[src/rtl/hilo_pkg.sv]
// -----------------------------------------------------------------------------
// hilo_pkg
// Shared definitions for the HI/LO sequencer that sits behind the iterative
// divider.
//   state_t             : sequencer states IDLE / START / WAIT / COMMIT
//   DIV_LATENCY_DEFAULT : default number of WAIT cycles before the commit
//   CNT_W               : WAIT counter width (holds every legal latency 31..63)
//   DATA_W              : architectural register width
// -----------------------------------------------------------------------------
package hilo_pkg;

    typedef enum logic [1:0] {
        IDLE   = 2'd0,
        START  = 2'd1,
        WAIT   = 2'd2,
        COMMIT = 2'd3
    } state_t;

    localparam int DIV_LATENCY_DEFAULT = 32;
    localparam int CNT_W               = 6;
    localparam int DATA_W              = 32;

endpackage

[src/rtl/hilo_regs.sv]
// -----------------------------------------------------------------------------
// hilo_regs
// Architectural HI/LO register pair with its write mux.
// Write priority: reset > divider commit > MTHI/MTLO.
// Ports:
//   clk       in   core clock
//   reset     in   synchronous, active-high; clears HI and LO
//   i_commit  in   load divider remainder/quotient into HI/LO
//   i_mtHi    in   write i_wrData into HI (already qualified by the sequencer)
//   i_mtLo    in   write i_wrData into LO (already qualified by the sequencer)
//   i_wrData  in   MTHI/MTLO source data
//   i_divHi   in   divider remainder
//   i_divLo   in   divider quotient
//   o_hi      out  architectural HI
//   o_lo      out  architectural LO
// -----------------------------------------------------------------------------
module hilo_regs
    import hilo_pkg::*;
(
    input  logic              clk,
    input  logic              reset,
    input  logic              i_commit,
    input  logic              i_mtHi,
    input  logic              i_mtLo,
    input  logic [DATA_W-1:0] i_wrData,
    input  logic [DATA_W-1:0] i_divHi,
    input  logic [DATA_W-1:0] i_divLo,
    output logic [DATA_W-1:0] o_hi,
    output logic [DATA_W-1:0] o_lo
);

    logic [DATA_W-1:0] r_hi;
    logic [DATA_W-1:0] r_lo;

    always_ff @(posedge clk) begin
        if (reset) begin
            r_hi <= '0;
            r_lo <= '0;
        end else if (i_commit) begin
            r_hi <= i_divHi;
            r_lo <= i_divLo;
        end else begin
            if (i_mtHi) r_hi <= i_wrData;
            if (i_mtLo) r_lo <= i_wrData;
        end
    end

    assign o_hi = r_hi;
    assign o_lo = r_lo;

endmodule

[src/rtl/hilo_ctrl.sv]
// -----------------------------------------------------------------------------
// hilo_ctrl
// Divide sequencer plus HI/LO registers. Launches the iterative divider with a
// one-cycle start pulse, waits DIV_LATENCY cycles, then commits the divider's
// remainder/quotient into HI/LO. Serves MTHI/MTLO in IDLE and stalls the
// control unit while a divide is in flight.
//
// Build option: macro DIVZERO_EXC_EN
//   defined   : divZero (active-low) checked in the first WAIT cycle; a zero
//               divisor aborts the divide and pulses divZeroExc
//   undefined : divZero ignored, every divide commits, divZeroExc tied low
//
// Parameter: DIV_LATENCY  WAIT cycles before commit, legal 31..63
// Ports:
//   clk         in   core clock
//   reset       in   synchronous, active-high
//   divReq      in   DIV request, sampled only in IDLE
//   mtHi/mtLo   in   MTHI/MTLO requests (honoured only in IDLE)
//   rdReq       in   MFHI/MFLO in decode, stall generation only
//   wrData      in   MTHI/MTLO source data
//   divHi       in   divider remainder
//   divLo       in   divider quotient
//   divZero     in   divider flag, 0 = divide-by-zero
//   divCtrl     out  registered one-cycle divider start pulse
//   hiOut/loOut out  architectural HI/LO
//   busy        out  divide in flight (START/WAIT/COMMIT), combinational
//   stall       out  busy & any HI/LO-related request, combinational
//   divDone     out  one-cycle pulse, new HI/LO visible
//   divZeroExc  out  one-cycle pulse, divide aborted
// -----------------------------------------------------------------------------
module hilo_ctrl
    import hilo_pkg::*;
#(
    parameter int DIV_LATENCY = DIV_LATENCY_DEFAULT
) (
    input  logic              clk,
    input  logic              reset,
    input  logic              divReq,
    input  logic              mtHi,
    input  logic              mtLo,
    input  logic              rdReq,
    input  logic [DATA_W-1:0] wrData,
    input  logic [DATA_W-1:0] divHi,
    input  logic [DATA_W-1:0] divLo,
    input  logic              divZero,
    output logic              divCtrl,
    output logic [DATA_W-1:0] hiOut,
    output logic [DATA_W-1:0] loOut,
    output logic              busy,
    output logic              stall,
    output logic              divDone,
    output logic              divZeroExc
);

    // Counter value on the last WAIT cycle; the counter starts at 0.
    localparam logic [CNT_W-1:0] CNT_LAST = CNT_W'(DIV_LATENCY - 1);

    state_t           r_state;
    state_t           w_next;
    logic [CNT_W-1:0] r_cnt;

    logic w_idle;
    logic w_busy;
    logic w_launch;
    logic w_commit;
    logic w_abort;
    logic w_mtHi;
    logic w_mtLo;

    logic r_divCtrl;
    logic r_divDone;
    logic r_divZeroExc;

`ifdef DIVZERO_EXC_EN
    // divZero becomes valid one edge after the start pulse, i.e. in WAIT cycle 0.
    assign w_abort = (r_state == WAIT) && (r_cnt == '0) && !divZero;
`else
    logic w_unused_divZero;
    assign w_unused_divZero = divZero;
    assign w_abort          = 1'b0;
`endif

    // State register
    always_ff @(posedge clk) begin
        if (reset) r_state <= IDLE;
        else       r_state <= w_next;
    end

    // WAIT counter: cleared in START, counts every WAIT cycle
    always_ff @(posedge clk) begin
        if (reset) begin
            r_cnt <= '0;
        end else if (r_state == START) begin
            r_cnt <= '0;
        end else if (r_state == WAIT) begin
            r_cnt <= r_cnt + 1'b1;
        end
    end

    // Next-state logic
    always_comb begin
        w_next = r_state;
        case (r_state)
            IDLE:    if (divReq) w_next = START;
            START:   w_next = WAIT;
            WAIT: begin
                if (w_abort)               w_next = IDLE;
                else if (r_cnt == CNT_LAST) w_next = COMMIT;
            end
            COMMIT:  w_next = IDLE;
            default: w_next = IDLE;
        endcase
    end

    // Output decode; requests arriving while busy are dropped, not queued
    always_comb begin
        w_idle   = (r_state == IDLE);
        w_busy   = !w_idle;
        w_launch = w_idle && divReq;
        w_commit = (r_state == COMMIT);
        w_mtHi   = w_idle && mtHi;
        w_mtLo   = w_idle && mtLo;
    end

    // Registered pulses: start pulse lands in START, done/exception one cycle
    // after COMMIT/abort so they coincide with the updated state.
    always_ff @(posedge clk) begin
        if (reset) begin
            r_divCtrl    <= 1'b0;
            r_divDone    <= 1'b0;
            r_divZeroExc <= 1'b0;
        end else begin
            r_divCtrl    <= w_launch;
            r_divDone    <= w_commit;
            r_divZeroExc <= w_abort;
        end
    end

    hilo_regs u_regs (
        .clk      (clk),
        .reset    (reset),
        .i_commit (w_commit),
        .i_mtHi   (w_mtHi),
        .i_mtLo   (w_mtLo),
        .i_wrData (wrData),
        .i_divHi  (divHi),
        .i_divLo  (divLo),
        .o_hi     (hiOut),
        .o_lo     (loOut)
    );

    assign divCtrl    = r_divCtrl;
    assign divDone    = r_divDone;
    assign divZeroExc = r_divZeroExc;
    assign busy       = w_busy;
    assign stall      = w_busy && (divReq || mtHi || mtLo || rdReq);

endmodule

[config.mk]
export PLATFORM = sky130hd
export DESIGN_NAME = hilo_ctrl
export DESIGN_NICKNAME = d
export VERILOG_FILES = /design/src/rtl/hilo_pkg.sv /design/src/rtl/hilo_regs.sv /design/src/rtl/hilo_ctrl.sv
export SDC_FILE = /design/constraint.sdc
export NUM_CORES = 1
export LEC_CHECK = 0
export ABC_AREA = 0
export CAP_MARGIN = 20
export CORE_AREA = 4 4 74 128
export DETAILED_ROUTE_END_ITERATION = 8
export DIE_AREA = 0 0 78 132
export GPL_TIMING_DRIVEN = 0
export PLACE_DENSITY_LB_ADDON = 0.1
export SLEW_MARGIN = 0
export SYNTH_ARGS = -nofsm -noshare
export SYNTH_HDL_FRONTEND = slang
export SYNTH_HIERARCHICAL = 1
export SYNTH_SLANG_ARGS = --single-unit
[constraint.sdc]
create_clock -name clk -period 3.28 [get_ports clk]
set_input_delay 0.656 -clock clk [delete_from_list [all_inputs] [get_ports clk]]
set_output_delay 0.656 -clock clk [all_outputs]
set_load 0.05 [all_outputs]
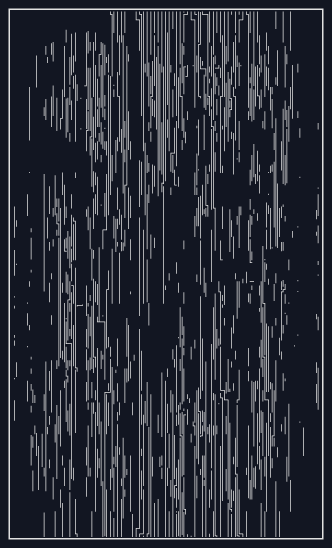
Figure 1: the metal 2 layer.
(4 px per um)
- longest straight run: 49.8 um
- wire length on this layer: 5770 um

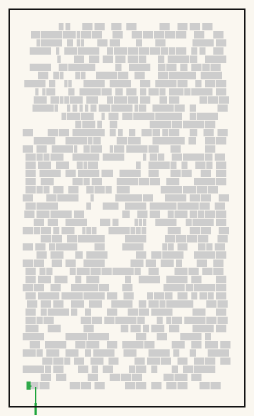
Figure 2: I/O nets highlighted.
(3 px per um)
- green: `divZeroExc` (bits 1; direction output; end cells 1; buffers 1; wire 6.40 um)

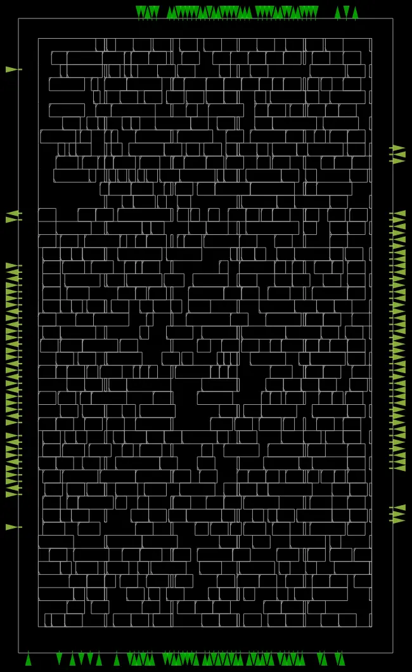
Figure 3: placed standard cells.
Std-Cell Rows: 45
registers: 74
Fillers: 704

==> reports/qor.csv <==
metric;value;unit
CP Launch Type;primary input;
met3 wire len;744;um
Placed Cells;629;
kind of critical path;primary input to output pin;
Dominant flop cell;dfxtp_1;
Mux area share;17.4;%
Worst Slack Setup Final;0.385;ns
post-layout total power;5.21;mW
Post-CTS Setup Repair Bufs;0;
root buf cell;clkbuf_16;
pre-CTS setup slack;0.430;ns
DRC viols;0;
Top-area cell share;39.5;%
critical-path cell list;clkdlybuf4s50_1 -> nor4_1 -> nor2_1 -> clkdlybuf4s50_1;
Non-clock buffers;200;
fin. max-slew vios;0;
final net count;632;
Logic Gate Count;234;
Yosys warnings;6;
Worst Hold Launch;r_cnt[5]$_SDFFE_PP0P_;
outcome;completed;
most numerous cell in the Yosys netlist;dfxtp_1;
die area;10300;um^2
mean number of vias per cell;5.08;
power density over the cells;882;nW/um^2
Synth Cell Area;3750;um^2
H-tree depth;3;
cells on worst reg2reg path;6;
Post-Synthesis Cells;343;
Main logic family;AND-OR/OR-AND gates;
hpwl dp;8410;um
Worst Max-Slew Pin Slew;0.637;ns
Detailed Routing Iterations Pass 1;4;
top cells by count, synth;dfxtp_1 (74), mux2i_1 (65), nor2b_1 (65);
diode count;0;
flop-to-flop setup slack;1.54;ns
Util after Layout;69.5;%
Top cell excl fill/tap;clkdlybuf4s50_1;
Critical R2R Launch;r_state[0]$_SDFFE_PP0P_;
syn nets;452;
Clock-cell share;5.42;%
fin crit period;2.90;ns
Crit. End Element;output pin;
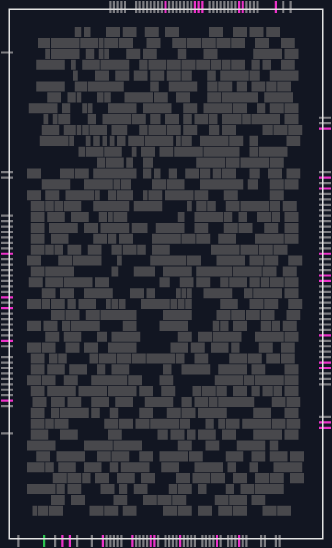
Figure 4: pin placement.
(4 px per um) Pins as bars across the die edge, other pins in grey.
- green: `divZeroExc` (pins 1; direction output; edge south)
- magenta: `hiOut` (pins 32; direction output; edge 11 east, 9 south, 7 north, 5 west)
- all pins by edge: 46 east, 46 south, 41 north, 39 west
Die Ht: 132 um
die width: 78 um
input/output buffers: 169

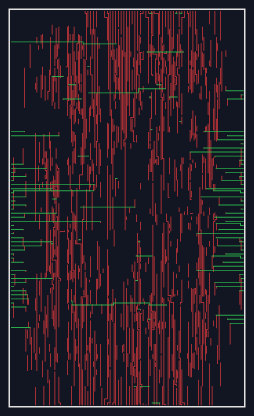
Figure 5: signal wires by layer.
(3 px per um) Two of the layers only.
- green: metal 3 (wire length 745 um)
- red: metal 2 (wire length 5770 um)
final wirelength: 11000 um
All-Layer GR Usage: 21.3%
via count: 3274
WL/cell: 17.0 um

==> where the power goes <==
part | switching (mW) | internal [mW] | total, mW
Combinational | 1.68 | 1.18 | 2.86
Sequential | 0.135 | 1.16 | 1.30
Clock | 0.365 | 0.684 | 1.05
Total | 2.18 | 3.03 | 5.21
==> how the worst max path moves through the flow <==
| stage | cells after the start | endpoint | slack (ns) | startpoint |
|---|---|---|---|---|
| 3_5_place_dp | 4 | stall | 0.43 | divReq |
| 5_1_grt | 4 | stall | 0.33 | divReq |
| 4_1_cts | 4 | stall | 0.38 | divReq |
| 3_3_place_gp | 4 | stall | 0.42 | divReq |
| 6_report | 4 | stall | 0.38 | divReq |
| 2_1_floorplan | 3 | stall | 1.28 | r_state[0]$_SDFFE_PP0P_ |
Power figures rest on the tool's default switching activity, not on a simulated workload.
